`src/rtl/lcd_bus_responder_if.sv`:
```
// Host-side parallel LCD bus (HD44780-style) shared by the host model
// and the bus responder. The host owns the strobe, the control lines and
// the write bus; the responder owns the read-back bus and its drive enable.
interface lcd_bus_responder_if;
    logic       lcd_e;
    logic       lcd_rs;
    logic       lcd_rw;
    logic [7:0] lcd_data_in;
    logic [7:0] lcd_data_out;
    logic       lcd_data_oe;

    modport master (
        output lcd_e, lcd_rs, lcd_rw, lcd_data_in,
        input  lcd_data_out, lcd_data_oe
    );

    modport slave (
        input  lcd_e, lcd_rs, lcd_rw, lcd_data_in,
        output lcd_data_out, lcd_data_oe
    );
endinterface

```
`src/rtl/lcd_bus_responder.sv`:
```
// lcd_bus_responder: emulates the controller side of an HD44780-style
// character LCD. Host transfers complete on the synchronized falling edge
// of E; instructions update the address counter, display shift and mode
// bits, data writes land in a 128x8 DDRAM that a display scanner reads
// through a separate registered port.
// Optional feature: define LCD_CGRAM_EN to add a 64x8 CGRAM selected by
// Set CGRAM address; without it Set CGRAM is rejected with err.
module lcd_bus_responder #(
    parameter int BUSY_CYC  = 40,
    parameter int BUSY_LONG = 1520
) (
    input  logic               clk,
    input  logic               rst,
    lcd_bus_responder_if.slave bus,
    input  logic [6:0]         scan_addr,
    output logic [7:0]         scan_data,
    output logic [6:0]         cursor_addr,
    output logic [5:0]         shift_ofs,
    output logic               disp_on,
    output logic               cursor_on,
    output logic               blink_on,
    output logic               line2,
    output logic               bus8,
    output logic               busy,
    output logic               cmd_strobe,
    output logic               overrun,
    output logic               err
);

    localparam int MAX_BUSY = (BUSY_LONG > BUSY_CYC) ? BUSY_LONG : BUSY_CYC;
    localparam int CNT_W    = $clog2(MAX_BUSY + 1);
    localparam logic [CNT_W-1:0] CYC_LOAD  = CNT_W'(BUSY_CYC - 1);
    localparam logic [CNT_W-1:0] LONG_LOAD = CNT_W'(BUSY_LONG - 1);

    typedef enum logic [1:0] {ST_IDLE, ST_FILL, ST_WAIT} state_t;

    state_t           state;
    state_t           state_nxt;
    logic [CNT_W-1:0] busy_cnt;
    logic [6:0]       fill_idx;
    logic [6:0]       fill_addr;
    logic             fill_we;

    logic             e_meta;
    logic             e_sync;
    logic             e_prev;
    logic             cap_rs;
    logic             cap_rw;
    logic [7:0]       cap_data;

    logic             fall;
    logic             wr_accept;
    logic             wr_drop;
    logic             rd_accept;
    logic             is_clear;
    logic             is_home;

    logic [6:0]       ac;
    logic             inc_dec;
    logic             disp_shift;
    logic             cg_sel;

    logic [7:0]       ddram [0:127];
    logic             mem_we;
    logic [6:0]       mem_wa;
    logic [7:0]       mem_wd;
    logic [7:0]       data_byte;
    logic [7:0]       status_byte;

    // Address counter step with the line-aware wrap points
    function automatic logic [6:0] step_ac(input logic [6:0] a, input logic inc, input logic l2);
        logic [6:0] r;
        if (l2) begin
            if (inc) r = (a == 7'h27) ? 7'h40 : (a == 7'h67) ? 7'h00 : a + 7'd1;
            else     r = (a == 7'h00) ? 7'h67 : (a == 7'h40) ? 7'h27 : a - 7'd1;
        end else begin
            if (inc) r = (a == 7'h4F) ? 7'h00 : a + 7'd1;
            else     r = (a == 7'h00) ? 7'h4F : a - 7'd1;
        end
        return r;
    endfunction

    // Display shift offset steps modulo the 40-column line length
    function automatic logic [5:0] step_ofs(input logic [5:0] o, input logic inc);
        if (inc) return (o == 6'd39) ? 6'd0 : o + 6'd1;
        else     return (o == 6'd0) ? 6'd39 : o - 6'd1;
    endfunction

    function automatic logic ddram_valid(input logic [6:0] a, input logic l2);
        if (l2) return (a <= 7'h27) || ((a >= 7'h40) && (a <= 7'h67));
        else    return (a <= 7'h4F);
    endfunction

    // Bring the asynchronous host strobe into the clock domain and keep
    // one extra stage so its falling edge can be detected
    always_ff @(posedge clk or posedge rst) begin
        if (rst) begin
            e_meta <= 1'b0;
            e_sync <= 1'b0;
            e_prev <= 1'b0;
        end else begin
            e_meta <= bus.lcd_e;
            e_sync <= e_meta;
            e_prev <= e_sync;
        end
    end

    // Hold the last control/data values seen while E was high; the
    // transfer on the falling edge uses these
    always_ff @(posedge clk or posedge rst) begin
        if (rst) begin
            cap_rs   <= 1'b0;
            cap_rw   <= 1'b0;
            cap_data <= 8'h00;
        end else if (e_sync) begin
            cap_rs   <= bus.lcd_rs;
            cap_rw   <= bus.lcd_rw;
            cap_data <= bus.lcd_data_in;
        end
    end

    assign fall      = e_prev & ~e_sync;
    assign wr_accept = fall & ~cap_rw & ~busy;
    assign wr_drop   = fall & ~cap_rw & busy;
    assign rd_accept = fall & cap_rw;
    assign is_clear  = ~cap_rs & (cap_data == 8'h01);
    assign is_home   = ~cap_rs & (cap_data[7:1] == 7'b0000001);

    // Busy sequencer state register; reset aborts any fill in progress
    always_ff @(posedge clk or posedge rst) begin
        if (rst) state <= ST_IDLE;
        else     state <= state_nxt;
    end

    // Busy sequencer transitions: Clear fills first, everything else waits
    always_comb begin
        state_nxt = state;
        case (state)
            ST_IDLE: if (wr_accept) state_nxt = is_clear ? ST_FILL : ST_WAIT;
            ST_FILL: if (fill_idx == 7'd79) state_nxt = ST_WAIT;
            ST_WAIT: if (busy_cnt == '0) state_nxt = ST_IDLE;
            default: state_nxt = ST_IDLE;
        endcase
    end

    // Busy flag and fill write enable follow directly from the state
    always_comb begin
        busy    = (state != ST_IDLE);
        fill_we = (state == ST_FILL);
    end

    // Fill index and busy countdown; the count is reloaded while filling so
    // the post-fill wait always starts from the normal busy length
    always_ff @(posedge clk or posedge rst) begin
        if (rst) begin
            busy_cnt <= '0;
            fill_idx <= '0;
        end else begin
            case (state)
                ST_IDLE: if (wr_accept) begin
                    fill_idx <= '0;
                    busy_cnt <= is_home ? LONG_LOAD : CYC_LOAD;
                end
                ST_FILL: begin
                    fill_idx <= fill_idx + 7'd1;
                    busy_cnt <= CYC_LOAD;
                end
                ST_WAIT: busy_cnt <= busy_cnt - CNT_W'(1);
                default: ;
            endcase
        end
    end

    assign fill_addr = (line2 && (fill_idx >= 7'd40)) ? fill_idx + 7'd24 : fill_idx;

    // Address counter, shift offset, mode bits and event pulses
    always_ff @(posedge clk or posedge rst) begin
        if (rst) begin
            ac         <= 7'h00;
            shift_ofs  <= 6'd0;
            disp_on    <= 1'b0;
            cursor_on  <= 1'b0;
            blink_on   <= 1'b0;
            line2      <= 1'b0;
            bus8       <= 1'b1;
            inc_dec    <= 1'b1;
            disp_shift <= 1'b0;
            cmd_strobe <= 1'b0;
            overrun    <= 1'b0;
            err        <= 1'b0;
        end else begin
            cmd_strobe <= wr_accept | rd_accept;
            overrun    <= wr_drop;
            err        <= 1'b0;
            if (rd_accept && cap_rs && !cg_sel) ac <= step_ac(ac, inc_dec, line2);
            if (wr_accept) begin
                if (cap_rs) begin
                    if (!cg_sel) begin
                        ac <= step_ac(ac, inc_dec, line2);
                        if (disp_shift) shift_ofs <= step_ofs(shift_ofs, inc_dec);
                    end
                end else begin
                    casez (cap_data)
                        8'b1???????: begin
                            if (ddram_valid(cap_data[6:0], line2)) ac <= cap_data[6:0];
                            else err <= 1'b1;
                        end
                        8'b01??????: begin
`ifdef LCD_CGRAM_EN
`else
                            err <= 1'b1;
`endif
                        end
                        8'b001?????: begin
                            bus8  <= cap_data[4];
                            line2 <= cap_data[3];
                        end
                        8'b0001????: begin
                            if (cap_data[3]) shift_ofs <= step_ofs(shift_ofs, cap_data[2]);
                            else ac <= step_ac(ac, cap_data[2], line2);
                        end
                        8'b00001???: begin
                            disp_on   <= cap_data[2];
                            cursor_on <= cap_data[1];
                            blink_on  <= cap_data[0];
                        end
                        8'b000001??: begin
                            inc_dec    <= cap_data[1];
                            disp_shift <= cap_data[0];
                        end
                        8'b0000001?: begin
                            ac        <= 7'h00;
                            shift_ofs <= 6'd0;
                        end
                        8'b00000001: begin
                            ac        <= 7'h00;
                            shift_ofs <= 6'd0;
                            inc_dec   <= 1'b1;
                        end
                        default: ;
                    endcase
                end
            end
        end
    end

`ifdef LCD_CGRAM_EN
    logic [7:0] cgram [0:63];
    logic [5:0] cg_addr;

    // CGRAM target select and its 6-bit address, which wraps modulo 64
    always_ff @(posedge clk or posedge rst) begin
        if (rst) begin
            cg_sel  <= 1'b0;
            cg_addr <= 6'd0;
        end else if (wr_accept && !cap_rs) begin
            if (cap_data[7] && ddram_valid(cap_data[6:0], line2)) begin
                cg_sel <= 1'b0;
            end else if (cap_data[7:6] == 2'b01) begin
                cg_sel  <= 1'b1;
                cg_addr <= cap_data[5:0];
            end else if (cap_data == 8'h01) begin
                cg_sel <= 1'b0;
            end
        end else if ((wr_accept || rd_accept) && cap_rs && cg_sel) begin
            cg_addr <= inc_dec ? cg_addr + 6'd1 : cg_addr - 6'd1;
        end
    end

    // CGRAM storage, written by data writes while CGRAM is selected
    always_ff @(posedge clk) begin
        if (wr_accept && cap_rs && cg_sel) cgram[cg_addr] <= cap_data;
    end

    assign data_byte   = cg_sel ? cgram[cg_addr] : ddram[ac];
    assign status_byte = cg_sel ? {busy, 1'b0, cg_addr} : {busy, ac};
`else
    assign cg_sel      = 1'b0;
    assign data_byte   = ddram[ac];
    assign status_byte = {busy, ac};
`endif

    assign mem_we = fill_we | (wr_accept & cap_rs & ~cg_sel);
    assign mem_wa = fill_we ? fill_addr : ac;
    assign mem_wd = fill_we ? 8'h20 : cap_data;

    // DDRAM write port and registered scan port; a scan of the address being
    // written returns the previous contents
    always_ff @(posedge clk) begin
        if (mem_we) ddram[mem_wa] <= mem_wd;
        scan_data <= ddram[scan_addr];
    end

    assign cursor_addr      = ac;
    assign bus.lcd_data_oe  = e_sync & cap_rw;
    assign bus.lcd_data_out = bus.lcd_data_oe ? (cap_rs ? data_byte : status_byte) : 8'h00;

endmodule

```
`src/flat_wrapper.sv`:
```
// flat-port wrapper written by rule: the top's interface ports become plain ports
module lcd_bus_responder_flat 
#(
    parameter int BUSY_CYC  = 40,
    parameter int BUSY_LONG = 1520
)
  (clk, rst, scan_addr, scan_data, cursor_addr, shift_ofs, disp_on, cursor_on, blink_on, line2, bus8, busy, cmd_strobe, overrun, err, bus_lcd_e, bus_lcd_rs, bus_lcd_rw, bus_lcd_data_in, bus_lcd_data_out, bus_lcd_data_oe);
  lcd_bus_responder_if bus_i ();
  input  logic clk;
  input  logic rst;
  input  logic [6:0] scan_addr;
  output logic [7:0] scan_data;
  output logic [6:0] cursor_addr;
  output logic [5:0] shift_ofs;
  output logic disp_on;
  output logic cursor_on;
  output logic blink_on;
  output logic line2;
  output logic bus8;
  output logic busy;
  output logic cmd_strobe;
  output logic overrun;
  output logic err;
  input wire logic [$bits(bus_i.lcd_e)-1:0] bus_lcd_e;
  input wire logic [$bits(bus_i.lcd_rs)-1:0] bus_lcd_rs;
  input wire logic [$bits(bus_i.lcd_rw)-1:0] bus_lcd_rw;
  input wire logic [$bits(bus_i.lcd_data_in)-1:0] bus_lcd_data_in;
  output wire logic [$bits(bus_i.lcd_data_out)-1:0] bus_lcd_data_out;
  output wire logic [$bits(bus_i.lcd_data_oe)-1:0] bus_lcd_data_oe;
  assign bus_i.lcd_e = bus_lcd_e;
  assign bus_i.lcd_rs = bus_lcd_rs;
  assign bus_i.lcd_rw = bus_lcd_rw;
  assign bus_i.lcd_data_in = bus_lcd_data_in;
  assign bus_lcd_data_out = bus_i.lcd_data_out;
  assign bus_lcd_data_oe = bus_i.lcd_data_oe;
  lcd_bus_responder #(.BUSY_CYC(BUSY_CYC), .BUSY_LONG(BUSY_LONG)) u_core (.clk(clk), .rst(rst), .bus(bus_i), .scan_addr(scan_addr), .scan_data(scan_data), .cursor_addr(cursor_addr), .shift_ofs(shift_ofs), .disp_on(disp_on), .cursor_on(cursor_on), .blink_on(blink_on), .line2(line2), .bus8(bus8), .busy(busy), .cmd_strobe(cmd_strobe), .overrun(overrun), .err(err));
endmodule
```
`config.mk`:
```
export PLATFORM = sky130hd
export DESIGN_NAME = lcd_bus_responder_flat
export DESIGN_NICKNAME = d
export VERILOG_FILES = /design/src/rtl/lcd_bus_responder_if.sv /design/src/rtl/lcd_bus_responder.sv /design/src/flat_wrapper.sv
export SDC_FILE = /design/constraint.sdc
export NUM_CORES = 2
export LEC_CHECK = 0
export ABC_CLOCK_PERIOD_IN_PS = 5000
export CORE_MARGIN = 4
export CORE_UTILIZATION = 53
export CTS_CLUSTER_SIZE = 30
export DETAILED_ROUTE_END_ITERATION = 10
export PLACE_DENSITY_LB_ADDON = 0.3
export SLEW_MARGIN = 10
export SYNTH_ARGS = -nofsm -noshare
export SYNTH_HDL_FRONTEND = slang
export SYNTH_SLANG_ARGS = --single-unit
```
`constraint.sdc`:
```
create_clock -name clk -period 5 [get_ports clk]
set_clock_uncertainty 0.1 [all_clocks]
set_input_delay 1.5 -clock clk [delete_from_list [all_inputs] [get_ports clk]]
set_output_delay 1.5 -clock clk [all_outputs]
set_load 0.03 [all_outputs]
```
==> results.txt <==
Cell Area, Placed: 56200 um2
Buffers on Ports: 58
Inserted Clock Buffers: 114
clk slew on worst S/H paths: 0.06 ns
Area Overhead vs Synth: 18.5%
main flop type: edfxtp_1
Final Cell Area: 61900 um2
Syn Inst Count: 2888
final setup margin: -0.285 ns
Remaining DRCs: 0
Setup crit end kind: primary output
die width: 322 um
worst-case reg-to-reg path depth: 9
CP delay by family, top: multiplexers
Bufs and invs on worst path: 5
max_slew headroom: 26.9%
post-layout util: 63.7%
YS warnings: 0
Top cells by area: edfxtp_1, mux4_2, mux2i_1
core area: 97100 um2
Comb pwr share: 36.2%
first-pass GRT wire length: 236000 um
CP endpoint: bus_lcd_data_out[6]
Post-Synth Simple-Gate Area: 3.97%
hold endpoint: u_core.e_sync$_DFF_PP0_
Hold WC Path Type: register to register
cell depth of the worst setup path: 10
max frequency: 189 MHz
top sig layer: met5
yosys cell count: 2888
Int Power: 19.8 mW
Top power group: combinational logic
Critical R2R Launch: u_core.fill_idx[1]$_DFFE_PP0P_
failing checks: setup timing
Synth mux share: 26.9%
fin crit share: 106%
async set-reset flop share out of synthesis: 5.15%
DR WL met2: 74600 um
crit-path max cell delay: 0.53 ns
Largest regs: u_core.ddram x1024, u_core.busy_cnt x11
crit path from: u_core.cursor_addr[0]$_DFF_PP0_
DRT iter0 DRCs: 5503
post-synth top area cell: edfxtp_1
Registers, synthesis: 1088
fraction of the yosys area taken by sequential cells: 61.9%
Hold Slack: 0.258 ns
status: complete, but fails checks
WP data required: 3.40 ns
total grt overflow: 0
met3 WL: 25000 um
GPL Wtd Cong: 0.971
Switch Pwr: 9.98 mW
H-tree depth: 3
R2R Path End: u_core.ddram[93][4]$_DFFE_PP_
M1 wire length: 57300 um
Max Transition Viols Final: 0
P_seq: 10.4 mW
Reg2Reg Setup Slack: 1.16 ns
dpl hpwl: 110000 um
largest net degree at the start of global routing: 121
AO/OA Area Share: 4.57%
most flop-heavy register: u_core.ddram
Filler cells: 6484
Die Ht: 322 um
Pwr Density: 482 nW/um2
Ports: 59
critical path's slowest cell: mux4_2
comb pwr: 10.8 mW
Post-synth EDFFs: 1024
most frequent logic cell in the layout: edfxtp_1
number of global-route vias before repair: 32600
setup tns final: -1.47 ns
Hold Crit Depth: 0
# setup viols final: 8
Flop pwr share: 35.0%
TritonRoute pass-1 iters: 8
initial antenna violation count: 5
WL/cell: 36.2 um
syn avg cell area: 18.1 um2
top comb family, area: multiplexers
layout make-up:
type	instances	area [um2]	area share, %
Antenna cell	2	5.00	0.00809
Clock inverter	76	782	1.26
Sequential cell	1088	32300	52.2
Multi-Input combinational cell	1545	19700	31.8
Tap cell	1276	1600	2.58
Timing Repair Buffer	437	4360	7.05
Clock buffer	141	3010	4.86
Inverter	33	125	0.202
through the flow:
step / setup slack (ns) / power, mW
floorplan: -0.0704 / 16.0
global placement: 0.0300 / 19.2
detailed placement: 0.0906 / 19.3
CTS: -0.240 / 29.0
global route: -0.330 / 30.6
finish: -0.285 / 29.8
timing repair:
item,in CTS,in global routing
cloned,6,2
endpoints found under the hold margin,0,0
endpoints found under the setup margin,8,8
pin swaps,25,28
resized,148,70
setup buffers,42,39
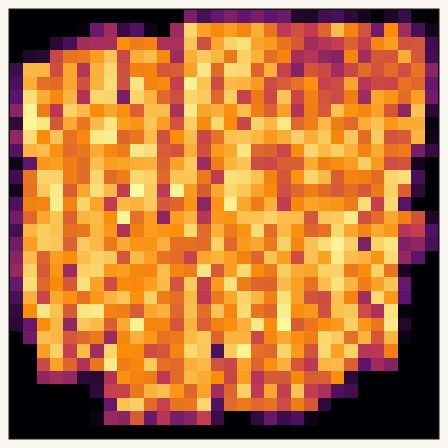
*Placement density heat map*
The die is cut into 32 by 32 equal tiles; black is low, pale yellow is high, 0 to 100% covered.
The fullest tile reaches 100%. 39% of the tiles are over 75% full. 14% of the tiles are nearly empty. The emptiest ninth of the die: lower right.

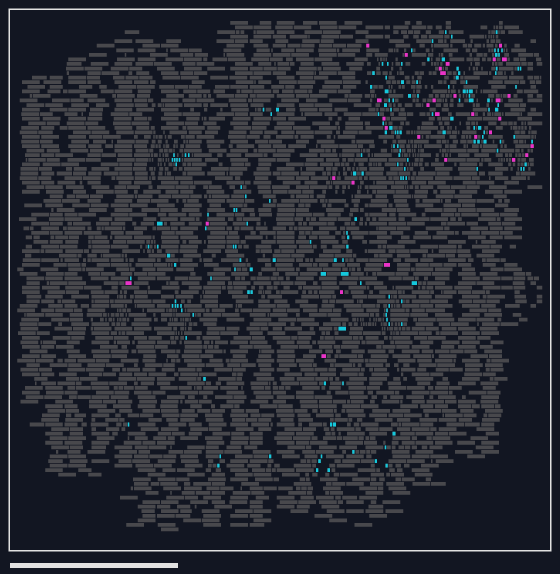
*Selected gate families*
Bar = 100 um.
NAND gates: marked cyan, cells 165, most used nand2_1. AND and OR gates: marked magenta, cells 33, most used or3_1, where upper right.
logic share of the area: 31.8%
final non-filler cell total: 4598

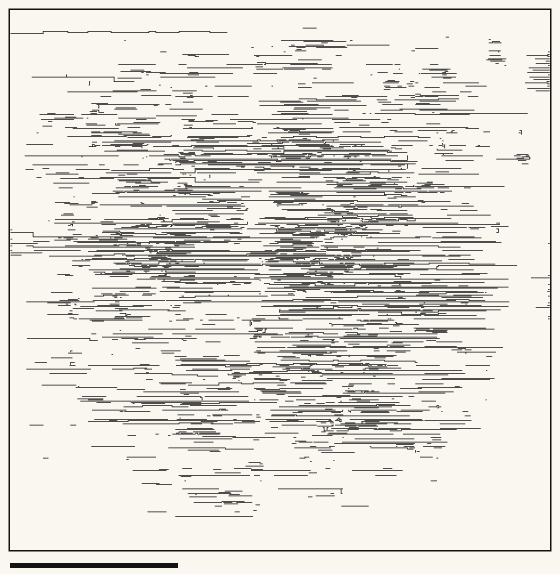
*M3 wires*
Bar = 100 um.
The wires run mostly horizontal. The layer holds 15% of the routed length. The longest straight run is 141 um.
routed via count: 33400
Detailed Route WL: 166000 um
met3 usage: 10.7%

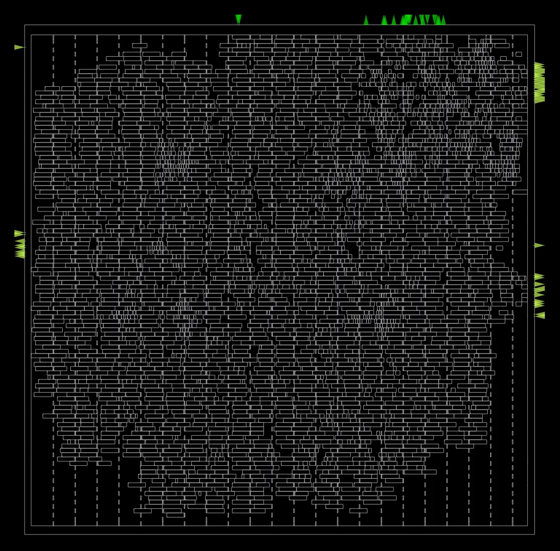
*Placed standard cells*
sequential share of cell area: 52.2%
Tapcell Cnt: 1276

Power figures rest on the tool's default switching activity, not on a simulated workload.
